Run 1, congestion heat map:
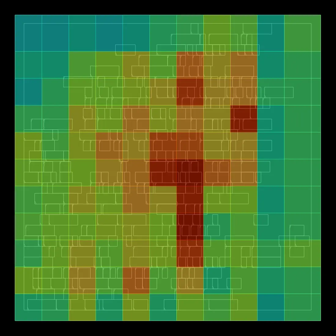
Run 1, routed metal per tile:
Drawn at 4 px/micron. 16 x 16 tiles, from white (low) to dark blue (high), scaled to the fullest tile. Values are wire area over tile area, all layers added.
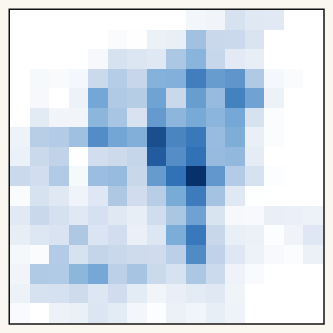
Run 1, selected gate families:
Drawn at 4 px/micron.
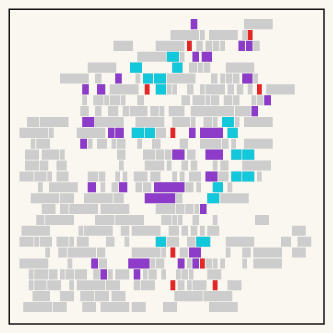
Run 1, routed clock nets over the placement:
Drawn at 6 px/micron.
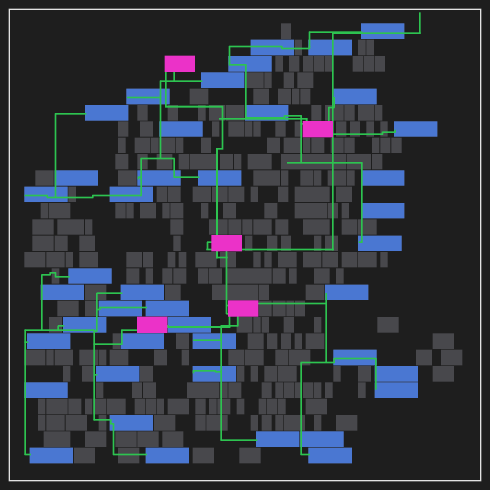
File: src/rtl/xcvr_tx_lane_reset_seq.sv
// TX lane reset sequencer: waits for stable PLL lock, releases PMA then PCS resets,
// re-sequences on lock loss and retries lock timeouts up to a sticky fault.
module xcvr_tx_lane_reset_seq #(
    parameter int unsigned SYNC_STAGES         = 2,
    parameter int unsigned LOCK_STABLE_CYCLES  = 1024,
    parameter int unsigned PMA_SETTLE_CYCLES   = 64,
    parameter int unsigned LOCK_TIMEOUT_CYCLES = 65536,
    parameter int unsigned MAX_RETRIES         = 3,
    parameter int unsigned TIMER_W             = 20
) (
    input  logic       clk,
    input  logic       reset,
    input  logic       enable,
    input  logic       pll_lock_async,
    input  logic       tx_clk_stable_async,
    output logic       pma_arst_n,
    output logic       pcs_arst_n,
    output logic       tx_ready,
    output logic       fault,
    output logic [2:0] state_o,
    output logic [3:0] retry_cnt,
    output logic [7:0] lock_lost_cnt
);

    typedef enum logic [2:0] {
        StIdle     = 3'd0,
        StWaitLock = 3'd1,
        StStable   = 3'd2,
        StPmaRel   = 3'd3,
        StReady    = 3'd4,
        StFault    = 3'd5
    } state_e;

    localparam logic [TIMER_W-1:0] StableLast  = TIMER_W'(LOCK_STABLE_CYCLES - 1);
    localparam logic [TIMER_W-1:0] SettleLast  = TIMER_W'(PMA_SETTLE_CYCLES - 1);
    localparam logic [TIMER_W-1:0] TimeoutLast = TIMER_W'(LOCK_TIMEOUT_CYCLES - 1);
    localparam logic [TIMER_W-1:0] TimerOne    = TIMER_W'(1);
    localparam logic [3:0]         MaxRetries  = 4'(MAX_RETRIES);

    logic [SYNC_STAGES-1:0] lock_sync_q;
    logic [SYNC_STAGES-1:0] stb_sync_q;
    logic                   pll_lock_s;
    logic                   clk_stable_s;

    state_e               state_q, state_d;
    logic [TIMER_W-1:0]   timer_q, timer_d;
    logic [3:0]           retry_q, retry_d;
    logic [7:0]           lost_q, lost_d;
    logic                 pma_q, pma_d;
    logic                 pcs_q, pcs_d;
    logic                 ready_q, ready_d;
    logic                 fault_q, fault_d;

    always_ff @(posedge clk) begin
        if (reset) begin
            lock_sync_q <= '0;
            stb_sync_q  <= '0;
        end else begin
            lock_sync_q <= {lock_sync_q[SYNC_STAGES-2:0], pll_lock_async};
            stb_sync_q  <= {stb_sync_q[SYNC_STAGES-2:0], tx_clk_stable_async};
        end
    end

    assign pll_lock_s   = lock_sync_q[SYNC_STAGES-1];
    assign clk_stable_s = stb_sync_q[SYNC_STAGES-1];

    always_comb begin
        state_d = state_q;
        timer_d = timer_q;
        retry_d = retry_q;
        lost_d  = lost_q;
        if (!enable) begin
            state_d = StIdle;
            timer_d = '0;
            retry_d = '0;
        end else begin
            case (state_q)
                StIdle: begin
                    state_d = StWaitLock;
                    timer_d = '0;
                end
                StWaitLock: begin
                    if (pll_lock_s) begin
                        state_d = StStable;
                        timer_d = '0;
                    end else if (timer_q == TimeoutLast) begin
                        if (retry_q == MaxRetries) begin
                            state_d = StFault;
                        end else begin
                            retry_d = retry_q + 4'd1;
                            timer_d = '0;
                        end
                    end else begin
                        timer_d = timer_q + TimerOne;
                    end
                end
                StStable: begin
                    // A drop before PMA release is just an unstable lock, not a loss.
                    if (!pll_lock_s) begin
                        state_d = StWaitLock;
                        timer_d = '0;
                    end else if (timer_q == StableLast) begin
                        state_d = StPmaRel;
                        timer_d = '0;
                    end else begin
                        timer_d = timer_q + TimerOne;
                    end
                end
                StPmaRel, StReady: begin
                    if (!pll_lock_s) begin
                        state_d = StWaitLock;
                        timer_d = '0;
                        if (lost_q != 8'hff) lost_d = lost_q + 8'd1;
                    end else if (state_q == StPmaRel) begin
                        if (timer_q == SettleLast) begin
                            if (clk_stable_s) begin
                                state_d = StReady;
                                timer_d = '0;
                            end
                        end else begin
                            timer_d = timer_q + TimerOne;
                        end
                    end
                end
                StFault: ;
                default: begin
                    state_d = StIdle;
                    timer_d = '0;
                end
            endcase
        end
    end

    // Output flops load the decode of the next state so they track state_q exactly.
    always_comb begin
        pma_d   = 1'b0;
        pcs_d   = 1'b0;
        ready_d = 1'b0;
        fault_d = 1'b0;
        case (state_d)
            StPmaRel: pma_d = 1'b1;
            StReady: begin
                pma_d   = 1'b1;
                pcs_d   = 1'b1;
                ready_d = 1'b1;
            end
            StFault: fault_d = 1'b1;
            default: ;
        endcase
    end

    always_ff @(posedge clk) begin
        if (reset) begin
            state_q <= StIdle;
            timer_q <= '0;
            retry_q <= '0;
            lost_q  <= '0;
            pma_q   <= 1'b0;
            pcs_q   <= 1'b0;
            ready_q <= 1'b0;
            fault_q <= 1'b0;
        end else begin
            state_q <= state_d;
            timer_q <= timer_d;
            retry_q <= retry_d;
            lost_q  <= lost_d;
            pma_q   <= pma_d;
            pcs_q   <= pcs_d;
            ready_q <= ready_d;
            fault_q <= fault_d;
        end
    end

    assign pma_arst_n    = pma_q;
    assign pcs_arst_n    = pcs_q;
    assign tx_ready      = ready_q;
    assign fault         = fault_q;
    assign state_o       = state_q;
    assign retry_cnt     = retry_q;
    assign lock_lost_cnt = lost_q;

endmodule

File: config.mk
export PLATFORM = sky130hd
export DESIGN_NAME = xcvr_tx_lane_reset_seq
export DESIGN_NICKNAME = d
export VERILOG_FILES = /design/src/rtl/xcvr_tx_lane_reset_seq.sv
export SDC_FILE = /design/constraint.sdc
export NUM_CORES = 1
export LEC_CHECK = 0
export CAP_MARGIN = 40
export CORE_MARGIN = 2
export CORE_UTILIZATION = 40
export CTS_CLUSTER_DIAMETER = 30
export DETAILED_ROUTE_END_ITERATION = 16
export GPL_TIMING_DRIVEN = 0
export PLACE_DENSITY = 0.68
export SLEW_MARGIN = 20
export SYNTH_ARGS = -nofsm -noshare
export SYNTH_HDL_FRONTEND = slang
export SYNTH_SLANG_ARGS = --single-unit
File: constraint.sdc
create_clock -name clk -period 2.55 [get_ports clk]
set_input_delay 0.255 -clock clk [delete_from_list [all_inputs] [get_ports clk]]
set_output_delay 0.255 -clock clk [all_outputs]
set_load 0.05 [all_outputs]
==> results_slide.txt, run 1 <==
Implementation Results

Outcome
  • Status: finished clean

Timing
  • Unrepaired setup endpoints after global routing: false
  • Setup violators final: 0
  • Worst slew pin tran: 0.663 ns
  • Setup ws final: around 0.17 ns
  • Final Hold Vio Count: 0
  • Period Utilization, post-route: 93.5%
  • Fin crit period: about 2.4 ns
  • Clock skew after layout: 0.00573 ns
  • Total negative slack: 0 ns
  • Max Fclk: 420 MHz

Logic synthesis
  • Top cells by count: dfxtp_1 (42), nand2_1 (34), nor2_1 (30), nand3_1 (22), a21oi_1 (11)
  • Cell type with the largest total area: dfxtp_1
  • Asr flop ratio synth: 0%
  • Synth Area in XOR/XNOR: 3.17%
  • Area figure in the yosys stat output: about 2200 sq um
  • Adder share: under 10%
  • Mapped Cells: 272
  • Syn Nets: 280
  • Number of enable flip-flop cells: 0
  • Yosys cell count: around 270
  • Simple share: 34.7%
  • Register share after synthesis: between 30% and 40%
  • Most instantiated library cell after synthesis: dfxtp_1
  • Tally of yosys warning messages: 0
  • Main logic family after synthesis: simple AND/OR/NAND/NOR gates
  • Area share, top type: 38.1%

Pwr
  • PnR Total Power: 1.25 mW
  • Seq group: ~0.66 mW
  • Share of total power in the clock network: 42.9%
  • Switching share of power: ~22%
  • Cell-internal power: 0.973 mW
  • Logic pwr share: 4.2%
  • Clock net power: 0.537 mW
  • Leading power group: registers
  • Peak VDD IR: 0.352 mV
  • Flop pwr share: 52.9%

GRT
  • Vias in the first global route: around 1900
  • Total GRT Usage: 17.5%
  • Largest net degree at the start of global routing: 15
  • Global-route wire length before repair: 8520 microns
  • Met3 GRT Util: around 4.3%
  • Initial antenna violation count: 0

Worst hold path
  • Worst Hold Class: register to register
  • Hold wc startpoint: stb_sync_q[0]
  • Hold Crit Depth: 1

Route
  • Top Metal Used: met4
  • 1st-iter DRT viols: 151
  • Final ANT Viol Nets: 0
  • WL met1: 2350 microns
  • Routed len/inst: 13.2 microns

Layout
  • Nonclk inv count: 9
  • Seq/total area: 31.5%
  • Final std cells w/o fill: between 300 and 400
  • Comb area share: 48.9%
  • Dominant logic cell type in the layout: dfxtp_1
  • Logic cell area: ~1300 sq um
  • P&R area growth vs syn: 20.7%
  • Clock tree cell share of total cell area: 4.27%
  • Post-layout nets: roughly 310
  • Mi-comb count: approximately 210
  • Layout cells sized above 1: 9.57%
  • Fill cell count: 550
  • Diode count: 0
  • Design area: 2670 sq um
  • Top reg by flops: timer_q

Worst setup path
  • Setup crit end: timer_q[2]
  • Reg2reg end: timer_q[2]
  • Critical path class: register to register
  • Reg2Reg Depth: 7
  • Crit path max-delay cell type: or4_4
  • R2r startpoint: timer_q[16]
  • CP max FO: 8
  • WP data arrival: 2.58 ns
  • R2R Setup Slk: 0.17 ns
  • Worst path depth: 7

Clock network
  • Count of cells resized by post-cts repair: 0
  • CTS root buf: clkbuf_8
  • Post-CTS Setup Repair Bufs: 0
  • Hold Buf Count CTS: 0
  • Clk pin slew, worst setup/hold paths: 0.09 ns
  • H-tree levels: 2
  • Maximum clock insertion buffer count: 2
  • Clk latency late pin: 0.30 ns
  • CTS tree: done

Floorplan
  • FP Rows: 27
  • Height of the die: roughly 78 microns
  • Die area: 6130 sq um
  • # Taps: between 70 and 80
  • Core area: 5410 sq um

Place
  • Placed cell count: between 300 and 400
  • Placed instance area: between 2000 and 3000 sq um
  • Post-Place Setup Slack: 0.0793 ns
  • Detailed Place HPWL: 3580 microns

Job
  • Max cap viols: 0
-- 'congestion heat map' (at the start) --
Final Util: 49.4%
busiest layer in global routing: met2
grt met2 use: 27.2%

-- 'routed metal per tile' (at the start) --
nearly empty tiles: 26%
mean over tiles: 0.13
fullest tile: 0.67
densest ninth of the die: middle
tiles over half the peak: 11%

-- 'selected gate families' (at the start) --
| color | family | cells |
|---|---|---|
| purple | aoi and oai cells | 32 |
| red | inv cells | 9 |
| cyan | non-inverting ao/oa cells | 18 |

-- 'routed clock nets over the placement' (at the start) --
[green] clock wires | length: 580 microns
[magenta] clock-net drivers | count: 5
[blue] flip-flops | count: 42
flops lie: spread over the die
routed clock nets: 6

Run 1, I/O nets highlighted:
Drawn at 6 px/micron.
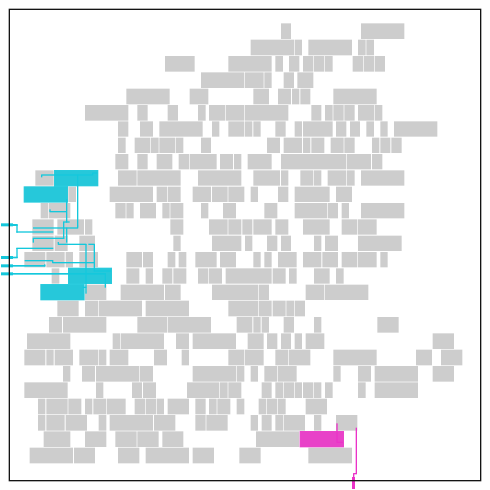

--- run 2 (diff from run 1) ---
- GPL_TIMING_DRIVEN: 0 -> 1
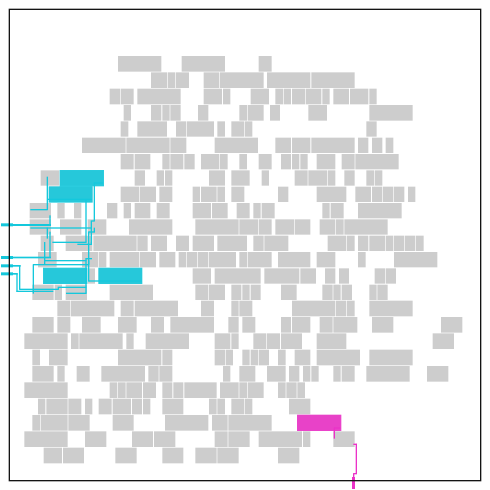
Run 2: I/O nets highlighted
Drawn at 6 px/micron.
| color | port | bits | direction | end cells | buffers | wire |
|---|---|---|---|---|---|---|
| cyan | retry_cnt | 4 | output | 4 | 4 | 152 microns |
| magenta | pma_arst_n | 1 | output | 1 | 1 | 9.20 microns |

==> results_slide.txt, run 2 <==
Implementation Results

Worst setup path
  • R2R Setup Slk: 0.12 ns
  • Worst path depth: 7
  • Reg2reg end: timer_q[16]
  • Crit path max-delay cell type: or4_4
  • Critical path class: register to register
  • R2r startpoint: timer_q[16]
  • Reg2Reg Depth: 7
  • CP Cell Sequence: or4_4 > or3_4 > o31ai_4 > a31oi_2 > buf_6 > a21o_1 > a22o_1
  • Critical Path RT: approximately 2.7 ns
  • Setup crit end: timer_q[16]
  • WP data arrival: 2.63 ns

Logic synthesis
  • Mapped Cells: 272
  • Asr flop ratio synth: 0%
  • Area figure in the yosys stat output: 2210 sq um
  • Yosys cell count: 272
  • Tally of yosys warning messages: 0
  • Main logic family after synthesis: simple AND/OR/NAND/NOR gates
  • Syn Nets: 280
  • Area share, top type: 38.1%
  • Top cells by count: dfxtp_1 (42), nand2_1 (34), nor2_1 (30), nand3_1 (22), a21oi_1 (11)
  • Simple share: a little over a third
  • Synth Area in XOR/XNOR: 3.17%
  • Average size of a mapped cell: between 8 and 9 sq um
  • Most instantiated library cell after synthesis: dfxtp_1
  • Adder share: between 1.5 and 2%
  • Cell type with the largest total area: dfxtp_1
  • Register share after synthesis: between 30% and 40%
  • Number of enable flip-flop cells: 0

Layout
  • Seq/total area: 31.8%
  • Post-layout nets: 308
  • Design area: approximately 2600 sq um
  • Clock tree cell share of total cell area: between 3 and 4%
  • Comb area share: 48.6%
  • Final Util: between 40% and 50%
  • Diode count: 0
  • Fill cell count: 543
  • Layout cells sized above 1: 9.97%
  • Mi-comb count: 210
  • Nonclk inv count: 9
  • Dominant logic cell type in the layout: dfxtp_1
  • P&R area growth vs syn: 19.7%
  • Top reg by flops: timer_q
  • Logic cell area: 1280 sq um
  • Final std cells w/o fill: 373
  • Largest register FFs: 20

Place
  • Placed instance area: ~2500 sq um
  • Placed cell count: 364
  • Routability congestion estimate: 0.819
  • Post-Place Setup Slack: around 0.017 ns
  • Detailed Place HPWL: between 3000 and 4000 microns
  • IO buf count: 23

Pwr
  • Flop pwr share: 57.2%
  • Cell-internal power: 0.879 mW
  • PnR Total Power: approximately 1.2 mW
  • Leading power group: registers
  • Peak VDD IR: ~0.34 mV
  • Switching share of power: 24.1%
  • Leakage: 0.989 nW
  • Logic pwr share: 4.5%
  • Seq group: 0.663 mW

Route
  • WL met1: 2280 microns
  • Final ANT Viol Nets: 0
  • Top Metal Used: met4
  • 1st-iter DRT viols: 115
  • 1st-pass router iterations: 4
  • Routed len/inst: 13.0 microns
  • Metal3 WL: 234 microns

Timing
  • Period Utilization, post-route: 95.5%
  • Fin crit period: between 2 and 2.5 ns
  • Worst slew pin tran: 0.590 ns
  • Setup ws final: 0.115 ns
  • Slew headroom: 60.4%
  • Max Fclk: 411 MHz
  • Unrepaired setup endpoints after global routing: false
  • Setup violators final: 0
  • Clock skew after layout: about 0.008 ns
  • Final Hold Vio Count: 0
  • Total negative slack: 0 ns

Worst hold path
  • Hold wc startpoint: stb_sync_q[0]
  • Hold Crit Depth: 1
  • Worst Hold Class: register to register

GRT
  • Vias in the first global route: 1864
  • Met3 GRT Util: under 10%
  • Total GRT Usage: 17.0%
  • Initial antenna violation count: 0
  • Busiest layer in global routing: met2
  • Largest net degree at the start of global routing: 19
  • Grt met2 use: 27.3%
  • Global-route wire length before repair: 8520 microns

Clock network
  • CTS tree: done
  • Count of cells resized by post-cts repair: 0
  • Clk latency late pin: 0.30 ns
  • Clk pin slew, worst setup/hold paths: 0.09 ns
  • H-tree levels: 2
  • Maximum clock insertion buffer count: 2
  • CTS root buf: clkbuf_8
  • Post-CTS Setup Repair Bufs: 0
  • Hold Buf Count CTS: 0

Floorplan
  • IO Pins: 24
  • Core area: approximately 5400 sq um
  • Height of the die: slightly below 80 microns
  • FP Rows: 27
  • Die area: between 6000 and 7000 sq um
  • Initial Utilization: 40.9%
  • # Taps: 72

Job
  • Max cap viols: 0

Outcome
  • Status: finished clean
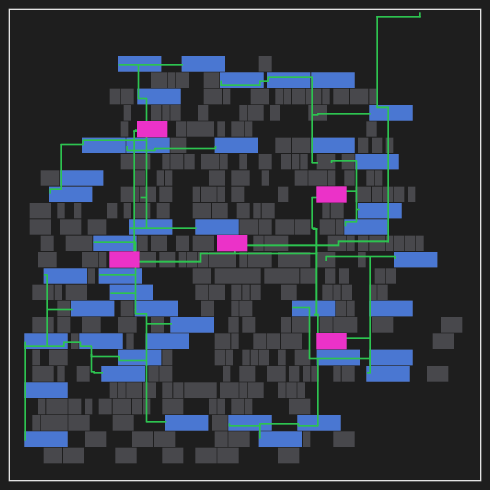
Run 2: routed clock nets over the placement
Drawn at 6 px/micron.
share of total power in the clock network: 38.3%
Clock net power: 0.444 mW

Run 2, congestion heat map:
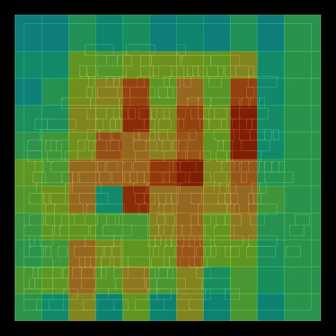

--- run 3 (diff from run 2) ---
- ABC_CLOCK_PERIOD_IN_PS: unset -> 2550
- CORE_UTILIZATION: 40 -> 56
- PLACE_DENSITY: 0.68 -> 0.87
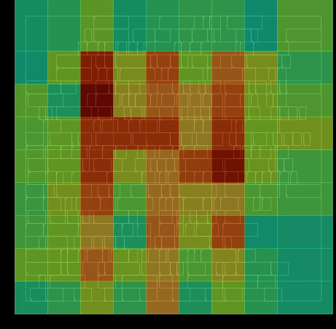
Run 3: congestion heat map
routed len/inst: 13.5 microns
Final Util: 69.9%
grt met2 use: 38.8%

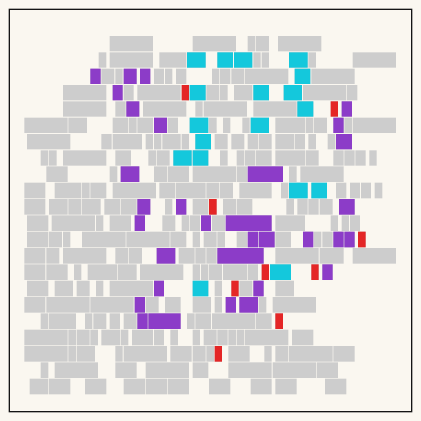
Run 3: selected gate families
Drawn at 6 px/micron.
| color | family | cells |
|---|---|---|
| red | inv cells | 9 |
| cyan | non-inverting ao/oa cells | 18 |
| purple | aoi and oai cells | 32 |

==> results_slide.txt, run 3 <==
Implementation Results

Route
  • Metal3 WL: 186 microns
  • Top Metal Used: met4
  • WL met1: approximately 2200 microns

Timing
  • Worst slew pin tran: ~0.63 ns
  • Period Utilization, post-route: 93.5%
  • Slew headroom: 58.0%
  • Total negative slack: 0 ns
  • Unrepaired setup endpoints after global routing: false
  • Final Hold Vio Count: 0
  • Fin crit period: 2.38 ns
  • Clock skew after layout: 0.0101 ns

Layout
  • Mi-comb count: 210
  • Layout cells sized above 1: a little under a tenth
  • Fill cell count: 295
  • Logic cell area: 1290 sq um
  • Seq/total area: 32.4%
  • P&R area growth vs syn: 17.5%
  • Top reg by flops: timer_q
  • Nonclk inv count: 9
  • Design area: 2600 sq um
  • Largest register FFs: 20
  • Diode count: 0
  • Dominant logic cell type in the layout: dfxtp_1
  • Post-layout nets: around 310

Place
  • Routability congestion estimate: 0.902
  • Detailed Place HPWL: between 3000 and 4000 microns
  • Post-Place Setup Slack: 0.117 ns
  • Placed cell count: around 340
  • Placed instance area: 2490 sq um

Clock network
  • Clk latency late pin: 0.30 ns
  • H-tree levels: 2
  • CTS root buf: clkbuf_8
  • CTS tree: done
  • Maximum clock insertion buffer count: 2
  • Count of cells resized by post-cts repair: 0

Logic synthesis
  • Asr flop ratio synth: 0%
  • Number of enable flip-flop cells: 0
  • Tally of yosys warning messages: 0
  • Top cells by count: dfxtp_1 (42), nand2_1 (34), nor2_1 (30), nand3_1 (22), a21oi_1 (11)
  • Syn Nets: between 200 and 300
  • Area figure in the yosys stat output: 2210 sq um
  • Adder share: ~1.7%
  • Area share, top type: 38.1%
  • Main logic family after synthesis: simple AND/OR/NAND/NOR gates
  • Simple share: 34.7%
  • Register share after synthesis: 38.1%

Job
  • Max cap viols: 0

Worst setup path
  • WP data arrival: 2.58 ns
  • Reg2Reg Depth: 6
  • Critical Path RT: 2.75 ns
  • Critical path class: register to register
  • CP Cell Sequence: or4_4 > or3_4 > o21ai_1 > a31oi_4 > a21o_1 > a22o_1
  • Reg2reg end: timer_q[6]

Pwr
  • Share of total power in the clock network: 38.4%
  • Switching share of power: between 20% and 30%
  • Leading power group: registers
  • Seq group: 0.664 mW
  • Leakage: 0.975 nW
  • Flop pwr share: a little under three fifths
  • PnR Total Power: 1.16 mW
  • Logic pwr share: 4.2%

GRT
  • Vias in the first global route: 1852
  • Met3 GRT Util: ~4.7%
  • Initial antenna violation count: 0

Worst hold path
  • Worst Hold Class: register to register
  • Hold wc startpoint: lock_sync_q[0]
  • Hold Crit Depth: 1

Floorplan
  • FP Rows: 22
  • Core area: 3720 sq um
  • Die area: 4460 sq um
  • Height of the die: 66.8 microns

Outcome
  • Status: finished clean
No activity file was given, so power comes from the tool's default toggle rates.
